==> run_1/cell_classes.png <==
The bar under the picture is 20 µm long.
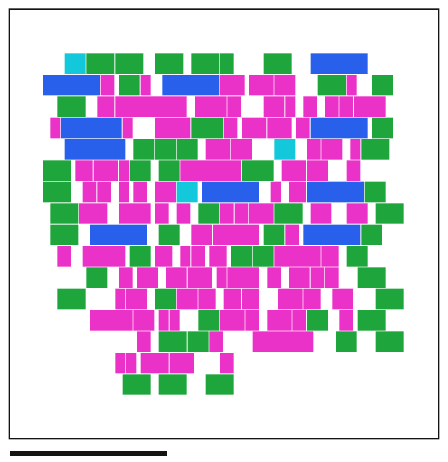
==> run_1/pdn.png <==
The bar under the picture is 20 µm long. Pins as bars on the die edge. Tap cells in grey.
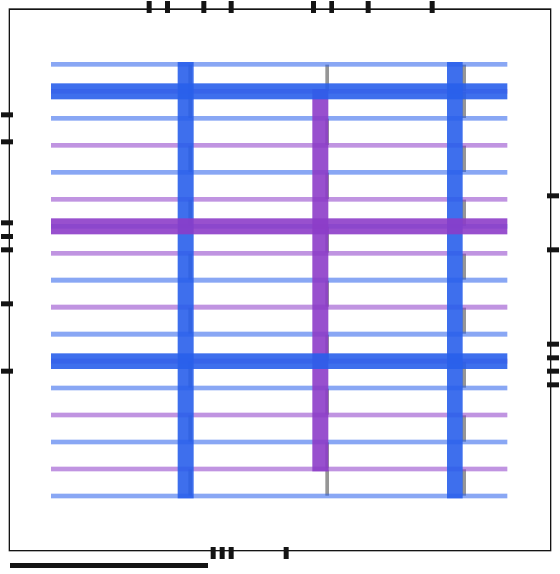
==> run_1/final_congestion.png <==
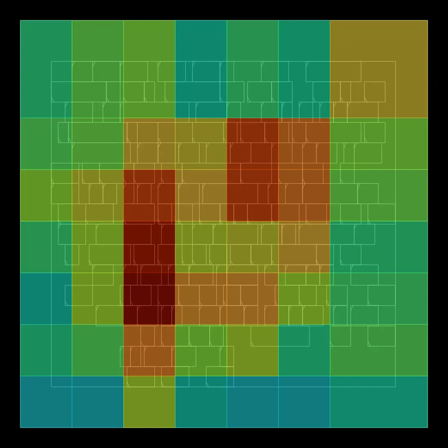
## src/rtl/updn_counter_param.sv

```systemverilog
// updn_counter_param: parametrised up/down counter with load, wrap/saturate, tc pulse and sticky ovf; COUNTER_PRESCALE_EN adds a step prescaler
module updn_counter_param #(
  parameter int WIDTH = 8,
  parameter logic [WIDTH-1:0] MAX_VAL = {WIDTH{1'b1}},
  parameter bit SATURATE = 1'b0,
  parameter int PRESCALE = 4
) (
  input  logic             clk,
  input  logic             rst,
  input  logic             en,
  input  logic             up,
  input  logic             load,
  input  logic [WIDTH-1:0] load_val,
  input  logic             clr_ovf,
  output logic [WIDTH-1:0] count,
  output logic             tc,
  output logic             ovf,
  output logic             zero
);
  logic tick, step, at_max, at_zero, bnd;
  logic [WIDTH-1:0] nxt, ld;
`ifdef COUNTER_PRESCALE_EN
  localparam int PW = PRESCALE > 2 ? $clog2(PRESCALE) : 1;
  logic [PW-1:0] pre;
  assign tick = pre == PW'(PRESCALE - 1);
  // prescaler advances on every unloaded en cycle and wraps on the stepping cycle
  always_ff @(posedge clk) begin
    if (rst || load) pre <= '0;
    else if (en) pre <= tick ? '0 : pre + 1'b1;
  end
`else
  assign tick = 1'b1;
`endif
  assign step = en && !load && tick;
  assign at_max = count == MAX_VAL;
  assign at_zero = count == '0;
  assign bnd = step && (up ? at_max : at_zero);
  assign ld = load_val > MAX_VAL ? MAX_VAL : load_val;
  assign zero = at_zero;
  // next count for a step, resolving the boundary as wrap or hold
  always_comb begin
    nxt = up ? (at_max ? (SATURATE ? MAX_VAL : '0) : count + 1'b1)
             : (at_zero ? (SATURATE ? '0 : MAX_VAL) : count - 1'b1);
  end
  // count/tc/ovf registers; a boundary set of ovf beats a simultaneous clear
  always_ff @(posedge clk) begin
    if (rst) begin
      count <= '0;
      tc <= 1'b0;
      ovf <= 1'b0;
    end else begin
      count <= load ? ld : step ? nxt : count;
      tc <= bnd;
      ovf <= bnd || (ovf && !clr_ovf);
    end
  end
endmodule
```

## config.mk

```make
export PLATFORM = sky130hd
export DESIGN_NAME = updn_counter_param
export DESIGN_NICKNAME = d
export VERILOG_FILES = /design/src/rtl/updn_counter_param.sv
export SDC_FILE = /design/constraint.sdc
export NUM_CORES = 1
export LEC_CHECK = 0
export CORE_MARGIN = 4
export CORE_UTILIZATION = 42
export CTS_CLUSTER_SIZE = 16
export DETAILED_ROUTE_END_ITERATION = 16
export PLACE_DENSITY = 0.76
export SLEW_MARGIN = 40
export SYNTH_ARGS = -nofsm -noshare
export SYNTH_HDL_FRONTEND = slang
export SYNTH_SLANG_ARGS = --single-unit
```

## constraint.sdc

```tcl
create_clock -name clk -period 1.66 [get_ports clk]
set_input_delay 0.166 -clock clk [delete_from_list [all_inputs] [get_ports clk]]
set_output_delay 0.166 -clock clk [all_outputs]
set_load 0.005 [all_outputs]
```

==> impl_results.html, run 1 <==
<h2>Synthesis and place &amp; route</h2>
<table>
<tr><th>Metric</th><th>Value</th></tr>
<tr><th colspan="2">Cells and area</th></tr>
<tr><td>Combinational Area</td><td>approximately 690 µm²</td></tr>
<tr><td>Layout buffer count excluding clock buffers</td><td>between 40 and 50</td></tr>
<tr><td>Fraction of final layout cells sized beyond drive strength 1</td><td>about 28%</td></tr>
<tr><td>Layout overhead on the synthesized area</td><td>54.4%</td></tr>
<tr><td>Design Area, Final</td><td>about 1400 µm²</td></tr>
<tr><td>ANT cells</td><td>0</td></tr>
<tr><th colspan="2">Place</th></tr>
<tr><td>IO buf count</td><td>24</td></tr>
<tr><td>Worst-case setup slack after placement</td><td>-0.161 ns</td></tr>
<tr><th colspan="2">Critical path</th></tr>
<tr><td>Origin of the critical flop-to-flop path</td><td>count[3]$_SDFFE_PP0P_</td></tr>
<tr><td>End of the critical path</td><td>count[0]$_SDFFE_PP0P_</td></tr>
<tr><td>Depth of the most critical reg-to-reg path</td><td>5</td></tr>
<tr><th colspan="2">Run</th></tr>
<tr><td>Number of max-cap violations</td><td>0</td></tr>
<tr><td>Stage-log warning count</td><td>29</td></tr>
<tr><th colspan="2">Timing</th></tr>
<tr><td>Part of the cycle the worst path needs</td><td>between 90% and 100%</td></tr>
<tr><td>Final setup vio count</td><td>0</td></tr>
<tr><td>Final Worst Setup Slack</td><td>approximately 0.054 ns</td></tr>
<tr><th colspan="2">Logic synthesis</th></tr>
<tr><td>Largest cells by area</td><td>sky130_fd_sc_hd__dfxtp_1, sky130_fd_sc_hd__a21oi_1, sky130_fd_sc_hd__ha_1</td></tr>
<tr><td>Netlist area before placement</td><td>slightly above 900 µm²</td></tr>
<tr><td>Top cell types by occurrence after synthesis</td><td>sky130_fd_sc_hd__a21oi_1, sky130_fd_sc_hd__dfxtp_1, sky130_fd_sc_hd__nor2_1, sky130_fd_sc_hd__inv_1</td></tr>
<tr><td>Number of nets at floorplan</td><td>around 130</td></tr>
<tr><td>Mean post-synth cell area</td><td>7.74 µm²</td></tr>
<tr><td>Number of cell instances after yosys synthesis</td><td>approximately 120</td></tr>
<tr><td>Adders+Majority by Area</td><td>approximately 4.1%</td></tr>
<tr><td>Commonest register cell after synthesis</td><td>sky130_fd_sc_hd__dfxtp_1</td></tr>
<tr><th colspan="2">Routing</th></tr>
<tr><td>Remaining number of nets flagged by the antenna check after routing</td><td>0</td></tr>
<tr><td>TritonRoute pass-1 iters</td><td>4</td></tr>
<tr><td>Highest routing layer actually used</td><td>met4</td></tr>
<tr><td>Vias/cell</td><td>between 5 and 6</td></tr>
<tr><th colspan="2">Clock tree</th></tr>
<tr><td>Total of cells resized after clock tree synthesis</td><td>9</td></tr>
<tr><td>Clock Tree Buf Depth</td><td>2</td></tr>
<tr><td>H-tree level count</td><td>1</td></tr>
<tr><th colspan="2">Die</th></tr>
<tr><td>Tap Count</td><td>27</td></tr>
<tr><th colspan="2">Power</th></tr>
<tr><td>Power density over the cells</td><td>between 600 and 700 nW/µm²</td></tr>
<tr><td>Power of the sequential group</td><td>roughly 0.27 mW</td></tr>
<tr><th colspan="2">Global routing</th></tr>
<tr><td>Maximum number of pins on one net before global-route repair</td><td>15</td></tr>
<tr><td>Met2 Track Usage GR</td><td>34.5%</td></tr>
<tr><th colspan="2">Status</th></tr>
<tr><td>Result of the run</td><td>complete, no violations</td></tr>
</table>
## Picture notes: cell_classes.png
| colour | class | cells |
|---|---|---|
| cyan | cells driving clock nets | 3 |
| blue | flops | 10 |
| green | other buffers and delay cells | 49 |
| magenta | all other logic | 98 |

## Picture notes: pdn.png
| colour | net |
|---|---|
| blue | VSS |
| purple | VDD |
rows: 16
signal pins: 25
met5 straps: 3
met1 rails: 17
met4 straps: 3

## Picture notes: final_congestion.png
Post-Route Utilization: 69.9%
met3 Track Usage GR: 4.90%
global router's overall resource usage: 20.8%

==> run 1: per-stage QoR <==
step / TNS, ns / utilization (%) / hold WS [ns] / total power [mW] / instances
after global routing: -0.0439 / 69.9 / 0.508 / 0.916 / 187
after global placement: -0.118 / 65.5 / 0.458 / 0.647 / 183
after detailed placement: -0.174 / 65.5 / 0.470 / 0.656 / 183
after floorplan: 0 / - / 0.346 / 0.481 / 117
final: 0 / 69.9 / 0.472 / 0.867 / 187
after CTS: 0 / 67.0 / 0.478 / 0.832 / 186
==> run 1: flip-flops by register name (all words and copies together) (netlist names) <==
name	cells
count	8
ovf	1
tc	1
==> run 1 -> run 2 <==
- SLEW_MARGIN: 40 -> 15
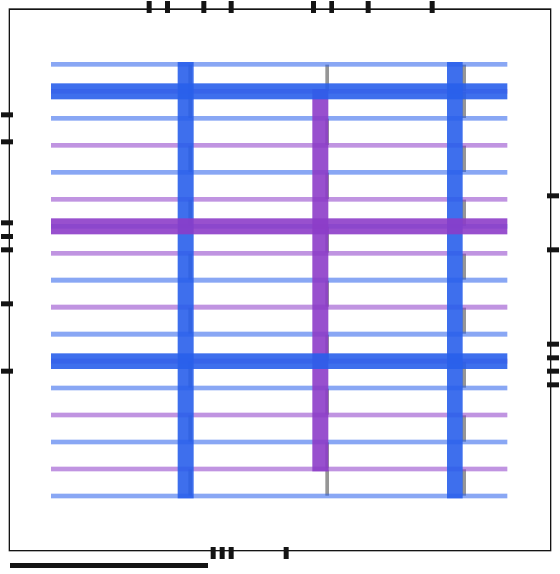
(run_2/pdn.png)
The bar under the picture is 20 µm long. Pins as bars on the die edge. Tap cells in grey.
| colour | net |
|---|---|
| purple | VDD |
| blue | VSS |
tap cells: 27
met5 straps: 3

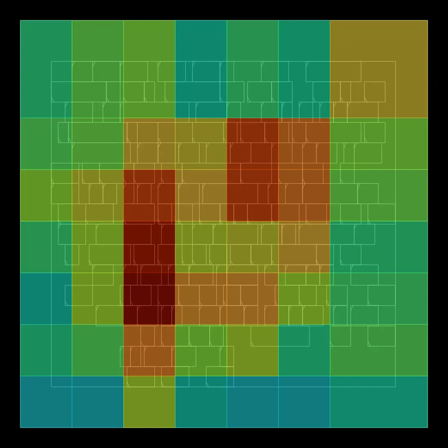
(run_2/final_congestion.png)
Routed WL per cell: 15.0 µm
met2 Track Usage GR: 34.5%
met1 routing resource usage after global routing: 27.2%
Top Usage Layer GRT: met2

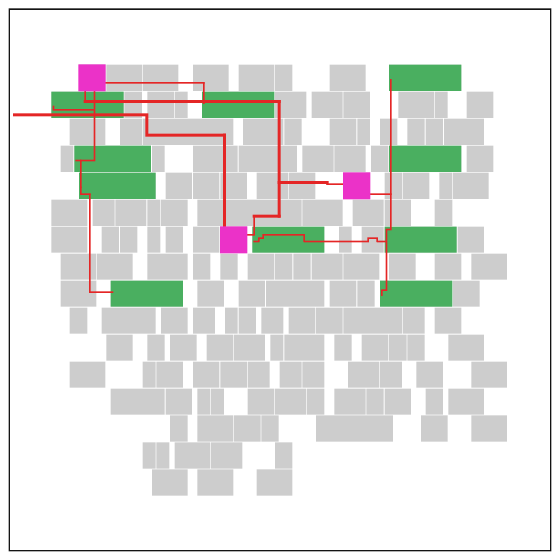
(run_2/clock_map.png)
[green] flip-flops | count: 10
[magenta] cells driving clock nets | count: 3
[red] clock wires | length: 165 µm
routed clock nets: 4

==> run 2 against run 1 <==
Flip-flop count unchanged. Register-to-register slack about the same. First-iteration DRC count unchanged. Clock skew unchanged. Worst hold slack unchanged. Combinational power about the same. Sequential power about the same. Global-route usage unchanged. Sequential share of layout area unchanged. Area after synthesis unchanged. Critical path depth unchanged. Clock-buffer cell count unchanged. Critical path type unchanged. Largest power group unchanged. Highest routed layer unchanged.
==> impl_results.html, run 2 <==
<h2>Synthesis and place &amp; route</h2>
<table>
<tr><th>Metric</th><th>Value</th></tr>
<tr><th colspan="2">Cells and area</th></tr>
<tr><td>Number of flip-flops in the largest register</td><td>8 (unchanged)</td></tr>
<tr><td>Number of filler cells placed in the layout</td><td>between 150 and 200</td></tr>
<tr><td>ANT cells</td><td>0 (unchanged)</td></tr>
<tr><td>Combinational Area</td><td>687 µm² (unchanged)</td></tr>
<tr><td>Fraction of final layout cells sized beyond drive strength 1</td><td>28.1% (unchanged)</td></tr>
<tr><td>Biggest registers after layout</td><td>count: 8 flops, ovf: 1 flops, tc: 1 flops</td></tr>
<tr><td>Most flops, register</td><td>count</td></tr>
<tr><td>Layout buffer count excluding clock buffers</td><td>49 (unchanged)</td></tr>
<tr><td>Layout overhead on the synthesized area</td><td>54.4% (unchanged)</td></tr>
<tr><td>Cell Count, Final, Fillers Out</td><td>187 (unchanged)</td></tr>
<tr><th colspan="2">Global routing</th></tr>
<tr><td>Maximum number of pins on one net before global-route repair</td><td>15 (unchanged)</td></tr>
<tr><td>Met3 Track Usage GR</td><td>4.90% (unchanged)</td></tr>
<tr><td>Global router's overall resource usage</td><td>20.8% (unchanged)</td></tr>
<tr><th colspan="2">Routing</th></tr>
<tr><td>Remaining number of nets flagged by the antenna check after routing</td><td>0 (unchanged)</td></tr>
<tr><td>TritonRoute pass-1 iters</td><td>4 (unchanged)</td></tr>
<tr><td>Vias/cell</td><td>5.81 (unchanged)</td></tr>
<tr><th colspan="2">Power</th></tr>
<tr><td>Power of the sequential group</td><td>0.266 mW (about the same)</td></tr>
<tr><td>Power density over the cells</td><td>620 nW/µm² (unchanged)</td></tr>
<tr><td>Clock network power consumption</td><td>approximately 0.17 mW</td></tr>
<tr><td>Total Power Consumption</td><td>0.867 mW (unchanged)</td></tr>
<tr><th colspan="2">Timing</th></tr>
<tr><td>Post-route worst hold slack</td><td>0.472 ns (unchanged)</td></tr>
<tr><td>Part of the cycle the worst path needs</td><td>96.8% (unchanged)</td></tr>
<tr><td>Final Worst Setup Slack</td><td>0.0537 ns (unchanged)</td></tr>
<tr><td>Final setup vio count</td><td>0 (unchanged)</td></tr>
<tr><th colspan="2">Place</th></tr>
<tr><td>IO buf count</td><td>24 (unchanged)</td></tr>
<tr><td>Cell count after placement</td><td>183 (unchanged)</td></tr>
<tr><th colspan="2">Clock tree</th></tr>
<tr><td>H-tree level count</td><td>1 (unchanged)</td></tr>
<tr><td>Clock Tree Buf Depth</td><td>2 (unchanged)</td></tr>
<tr><td>Total of cells resized after clock tree synthesis</td><td>9 (unchanged)</td></tr>
<tr><th colspan="2">Critical path</th></tr>
<tr><td>Depth of the most critical reg-to-reg path</td><td>5 (unchanged)</td></tr>
<tr><td>Origin of the critical flop-to-flop path</td><td>count[3]$_SDFFE_PP0P_</td></tr>
<tr><th colspan="2">Run</th></tr>
<tr><td>Number of max-cap violations</td><td>0 (unchanged)</td></tr>
<tr><td>Stage-log warning count</td><td>29 (unchanged)</td></tr>
<tr><th colspan="2">Logic synthesis</th></tr>
<tr><td>Number of nets at floorplan</td><td>134 (unchanged)</td></tr>
<tr><td>Netlist area before placement</td><td>906 µm² (unchanged)</td></tr>
<tr><td>Mean post-synth cell area</td><td>7.74 µm² (unchanged)</td></tr>
<tr><td>Number of cell instances after yosys synthesis</td><td>117 (unchanged)</td></tr>
<tr><td>Adders+Majority by Area</td><td>4.14% (unchanged)</td></tr>
<tr><td>Largest cells by area</td><td>sky130_fd_sc_hd__dfxtp_1, sky130_fd_sc_hd__a21oi_1, sky130_fd_sc_hd__ha_1</td></tr>
<tr><th colspan="2">Status</th></tr>
<tr><td>Result of the run</td><td>complete, no violations</td></tr>
<tr><th colspan="2">Die</th></tr>
<tr><td>Tap Count</td><td>27 (unchanged)</td></tr>
</table>
==> run 2: cell counts after synthesis <==
No cell type changed its count.
==> run 2: routing by layer <==
layer	share of wire [%]	vias to the layer above	wire length [µm]
met5	0	-	0
met4	1.0	0	29
met3	6.9	7	192
met2	51	47	1420
met1	41	508	1160
li1	-	525	-
==> run 2: worst max path at each step <==
stage | to | slack (ns) | cells past startpoint
after floorplan | count[4]$_SDFFE_PP0P_ | 0.05 | 6
after global placement | zero | -0.12 | 5
after detailed placement | zero | -0.16 | 5
after CTS | count[0]$_SDFFE_PP0P_ | 0.04 | 7
after global routing | ovf$_SDFF_PP0_ | -0.04 | 7
final | count[0]$_SDFFE_PP0P_ | 0.05 | 5
Power is estimated from default activity; no workload was simulated.
